==> config.mk <==
export PLATFORM = sky130hd
export DESIGN_NAME = bcd_conv_arbiter
export DESIGN_NICKNAME = d
export VERILOG_FILES = /design/src/rtl/bcd_conv_pkg.sv /design/src/rtl/bcd_rr_picker.sv /design/src/rtl/bcd_conv_arbiter.sv
export SDC_FILE = /design/constraint.sdc
export NUM_CORES = 1
export LEC_CHECK = 0
export CORE_ASPECT_RATIO = 1.4
export CORE_MARGIN = 2
export CORE_UTILIZATION = 40
export CTS_BUF_LIST = sky130_fd_sc_hd__clkbuf_4 sky130_fd_sc_hd__clkbuf_8
export CTS_CLUSTER_DIAMETER = 100
export DETAILED_ROUTE_END_ITERATION = 12
export GPL_TIMING_DRIVEN = 0
export PLACE_DENSITY_LB_ADDON = 0.2
export SETUP_SLACK_MARGIN = 0.1
export SYNTH_ARGS = -nofsm -noshare
export SYNTH_HDL_FRONTEND = slang
export SYNTH_SLANG_ARGS = --single-unit
==> constraint.sdc <==
create_clock -name clk_i -period 9.98 [get_ports clk_i]
set_input_delay 2.495 -clock clk_i [delete_from_list [all_inputs] [get_ports clk_i]]
set_output_delay 2.495 -clock clk_i [all_outputs]
set_load 0.03 [all_outputs]
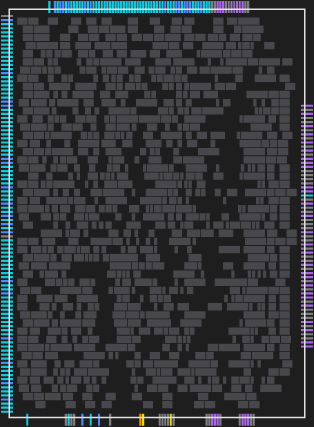
**Above:** run 1 (I/O pins on the die edge).
Drawn at 3 px/um. Pins as bars across the die edge, other pins in grey.
- resp_id_o: yellow (pins 2; direction output; edge bottom)
- req_binary_i: cyan (pins 128; direction input; edge 79 left, 45 top, 3 bottom, 1 right)
- conv_bcd_i: purple (pins 40; direction input; edge 27 right, 7 top, 6 bottom)
- reset_i: orange (pins 1; direction input; edge bottom)
- conv_binary_o: blue (pins 32; direction output; edge 17 left, 13 top, 2 bottom)
die extent in y: 136 um
buffers added on ports: 258

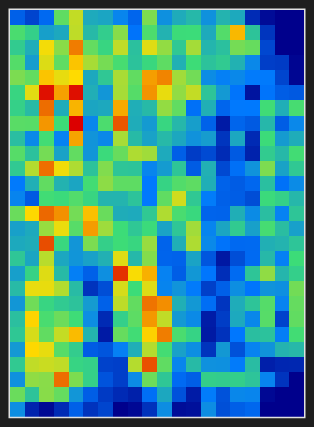
**Above:** run 1 (wiring heat map).
Drawn at 3 px/um. The die is cut into 20 by 27 equal tiles; dark blue is low, red is high, scaled to the fullest tile. Values are wire area over tile area, all layers added.
- nearly empty tiles: 3.3%
- fullest tile: 0.52
- mean over tiles: 0.21
Avg WL per Cell: 17.9 um
overall routing resource usage: 25.1%
total vias in the final route: 5332
wirelength, routed: 17300 um

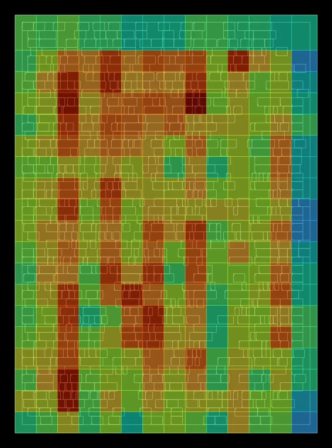
**Above:** run 1 (congestion heat map).
layer with the highest usage: met2
post-layout util: 64.9%
met1 capacity usage during global routing: 26.1%
met2 usage in global routing: 47.5%

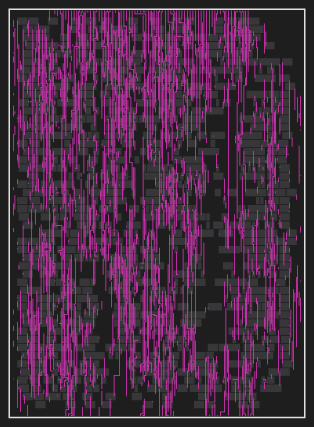
**Above:** run 1 (signal wires on met2).
Drawn at 3 px/um.
- wire length on this layer: 9090 um
- nets with wire on the layer: 858
- share of all routed wire: 53%
- main direction: vertical

==> impl_table.tex <==
% Generated from flow reports
\begin{tabular}{lr}
\hline
Metric & Value \\
\hline
\multicolumn{2}{l}{\textbf{Run status}} \\
\quad Status & finished clean \\
\multicolumn{2}{l}{\textbf{Placement}} \\
\quad Area after DPL & 7720 um2 \\
\multicolumn{2}{l}{\textbf{Cells and area}} \\
\quad Area Growth Syn to Fin & 59.9\% \\
\quad Summed area of non-filler cells in the final layout & roughly 7900 um2 \\
\quad Antenna diode count & 0 \\
\quad Final cell count without fillers & 965 \\
\multicolumn{2}{l}{\textbf{Logic synthesis}} \\
\quad Synth Instances & 542 \\
\quad EDFF count, synth & 0 \\
\quad Count of warnings emitted by yosys & 0 \\
\quad Yosys Instances & 542 \\
\quad Synth Net Count & 733 \\
\quad Distinct cells, synth & 49 \\
\quad Flops out of synthesis & 86 \\
\quad Proportion of register bits with asynchronous set or reset after synthesis & 0\% \\
\quad Cell taking the most area after synthesis & sky130\_fd\_sc\_hd\_\_dfxtp\_1 \\
\quad Post-synth area from yosys stat & between 4000 and 5000 um2 \\
\quad Primary flip-flop cell chosen by synthesis mapping & sky130\_fd\_sc\_hd\_\_dfxtp\_1 \\
\multicolumn{2}{l}{\textbf{Global route}} \\
\quad Maximum number of pins on one net before global-route repair & 15 \\
\quad Via count of the first global-routing pass & approximately 5500 \\
\quad Total congestion overflow & 0 \\
\multicolumn{2}{l}{\textbf{Setup path}} \\
\quad Slowest-stage cell, CP & sky130\_fd\_sc\_hd\_\_clkdlybuf4s50\_1 \\
\quad Stages on worst setup path & 7 \\
\quad Worst setup path class & in2out \\
\quad CP endpoint kind & output port \\
\quad Largest fanout of any net on the critical path & 10 \\
\quad Nature of the critical path startpoint & input port \\
\quad Delay of the slowest cell on the worst path & 680 ps \\
\quad CP Cell Sequence & clkdlybuf4s50\_1, mux4\_2, nor4\_2, nor3\_1, clkbuf\_1, and2\_1, clkdlybuf4s50\_1 \\
\multicolumn{2}{l}{\textbf{Final timing}} \\
\quad Total negative slack for setup checks & 0 ps \\
\quad Setup Skew & 11.3 ps \\
\quad Worst Hold Slack & 455 ps \\
\quad Setup violators final & 0 \\
\quad Period utilisation layout & 81.6\% \\
\multicolumn{2}{l}{\textbf{Clock tree}} \\
\quad Post-CTS Repair Setup Buffers & 0 \\
\quad Maximum count of clock buffers along a single path & 2 \\
\quad Clock Sinks & 86 \\
\quad Hold-fix buffer count after cts & 0 \\
\quad CTS clock-pin slew for the worst setup and hold paths & 80 ps \\
\quad Clk latency late pin & 360 ps \\
\quad Post\_cts resized & 0 \\
\quad CTS tree & yes \\
\multicolumn{2}{l}{\textbf{Detailed routing}} \\
\quad Number of optimization iterations in the first detailed-route pass & 4 \\
\quad DR iter-0 viols & between 200 and 300 \\
\quad ANT nets after route & 0 \\
\quad Vias per std cell & roughly 5.5 \\
\multicolumn{2}{l}{\textbf{Die}} \\
\quad Init Core Util & 40.6\% \\
\quad Number of rows created at floorplan & 48 \\
\quad Die width & around 98 um \\
\multicolumn{2}{l}{\textbf{Run}} \\
\quad Tool Warnings & 36 \\
\hline
\end{tabular}
## run 1: placed cells by master (no fill, tap or decap), types with 2 or more instances in the layout
cell / Yosys / layout
sky130_fd_sc_hd__a211oi_1: 4 / 4
sky130_fd_sc_hd__xnor2_1: 2 / 2
sky130_fd_sc_hd__mux2i_1: 7 / 7
sky130_fd_sc_hd__buf_6: 10 / 10
sky130_fd_sc_hd__o22ai_1: 22 / 22
sky130_fd_sc_hd__o21ai_1: 2 / 2
sky130_fd_sc_hd__a21o_1: 3 / 3
sky130_fd_sc_hd__a22oi_1: 43 / 43
sky130_fd_sc_hd__and3_1: 36 / 36
sky130_fd_sc_hd__nand2b_1: 4 / 4
sky130_fd_sc_hd__a21oi_1: 39 / 39
sky130_fd_sc_hd__mux4_2: 4 / 4
sky130_fd_sc_hd__inv_1: 11 / 11
sky130_fd_sc_hd__and2_1: 35 / 35
sky130_fd_sc_hd__o21ai_0: 36 / 36
sky130_fd_sc_hd__buf_2: 10 / 10
sky130_fd_sc_hd__ha_1: 14 / 14
sky130_fd_sc_hd__a221oi_2: 31 / 31
sky130_fd_sc_hd__nor2_1: 52 / 52
sky130_fd_sc_hd__or3_1: 2 / 2
sky130_fd_sc_hd__clkbuf_8: 0 / 10
sky130_fd_sc_hd__nand3_1: 4 / 4
sky130_fd_sc_hd__a221oi_1: 3 / 3
sky130_fd_sc_hd__nand2_1: 10 / 10
sky130_fd_sc_hd__clkinvlp_4: 0 / 2
sky130_fd_sc_hd__o22ai_2: 13 / 13
sky130_fd_sc_hd__dfxtp_1: 86 / 86
sky130_fd_sc_hd__nor3_1: 5 / 5
sky130_fd_sc_hd__clkdlybuf4s50_1: 0 / 258
sky130_fd_sc_hd__buf_1: 2 / 2
sky130_fd_sc_hd__clkbuf_1: 31 / 31
## run 1: power by group
group / internal (uW) / switching (uW)
sequential: 390 / 24.9
clock: 122 / 131
combinational: 262 / 336
total: 773 / 492
## run 1: worst min-delay path, cell delays in order (launching register included)
cell                       delay [ps]
sky130_fd_sc_hd__dfxtp_1          300
sky130_fd_sc_hd__inv_1             70
sky130_fd_sc_hd__a211oi_1          40
## run 1: metrics by stage
step / power [uW] / utilization, %
2_1_floorplan: 775 / -
3_3_place_gp: 1010 / 63.3
3_5_place_dp: 1020 / 63.3
4_1_cts: 1270 / 64.9
5_1_grt: 1330 / 64.9
6_report: 1270 / 64.9
## run 1: kinds of logic (layout without fill, tap and decap cells)
kind of cell	Yosys count	after routing	synth area share, %
buf+inv	65	338	6.77
simple gates	157	157	17.3
flops	86	86	34.8
fa+ha+maj	14	14	3.54
mux	12	12	3.46
xor+xnor	3	3	0.531
compound gates	205	205	33.6
## run 1: metal layers
metal / up-vias / part of all wire (%) / GRT usage (%)
met5: - / 0 / 0
met3: 32 / 7.9 / 6.86
li1: 2566 / - / -
met2: 228 / 53 / 47.5
met4: 0 / 2.6 / 9.88
met1: 2506 / 37 / 26.1
## run 1: layout make-up
cell class	count	area (um2)	area share (%)
inverters	11	41.3	0.522
clock buffers	10	138	1.74
plain buffers	54	294	3.71
multi-input cells	391	2890	36.5
clock inverters	5	58.8	0.743
flip-flops and latches	86	1720	21.7
well taps	150	188	2.37
repair buffers	258	2580	32.6
No activity file was given, so power comes from the tool's default toggle rates.
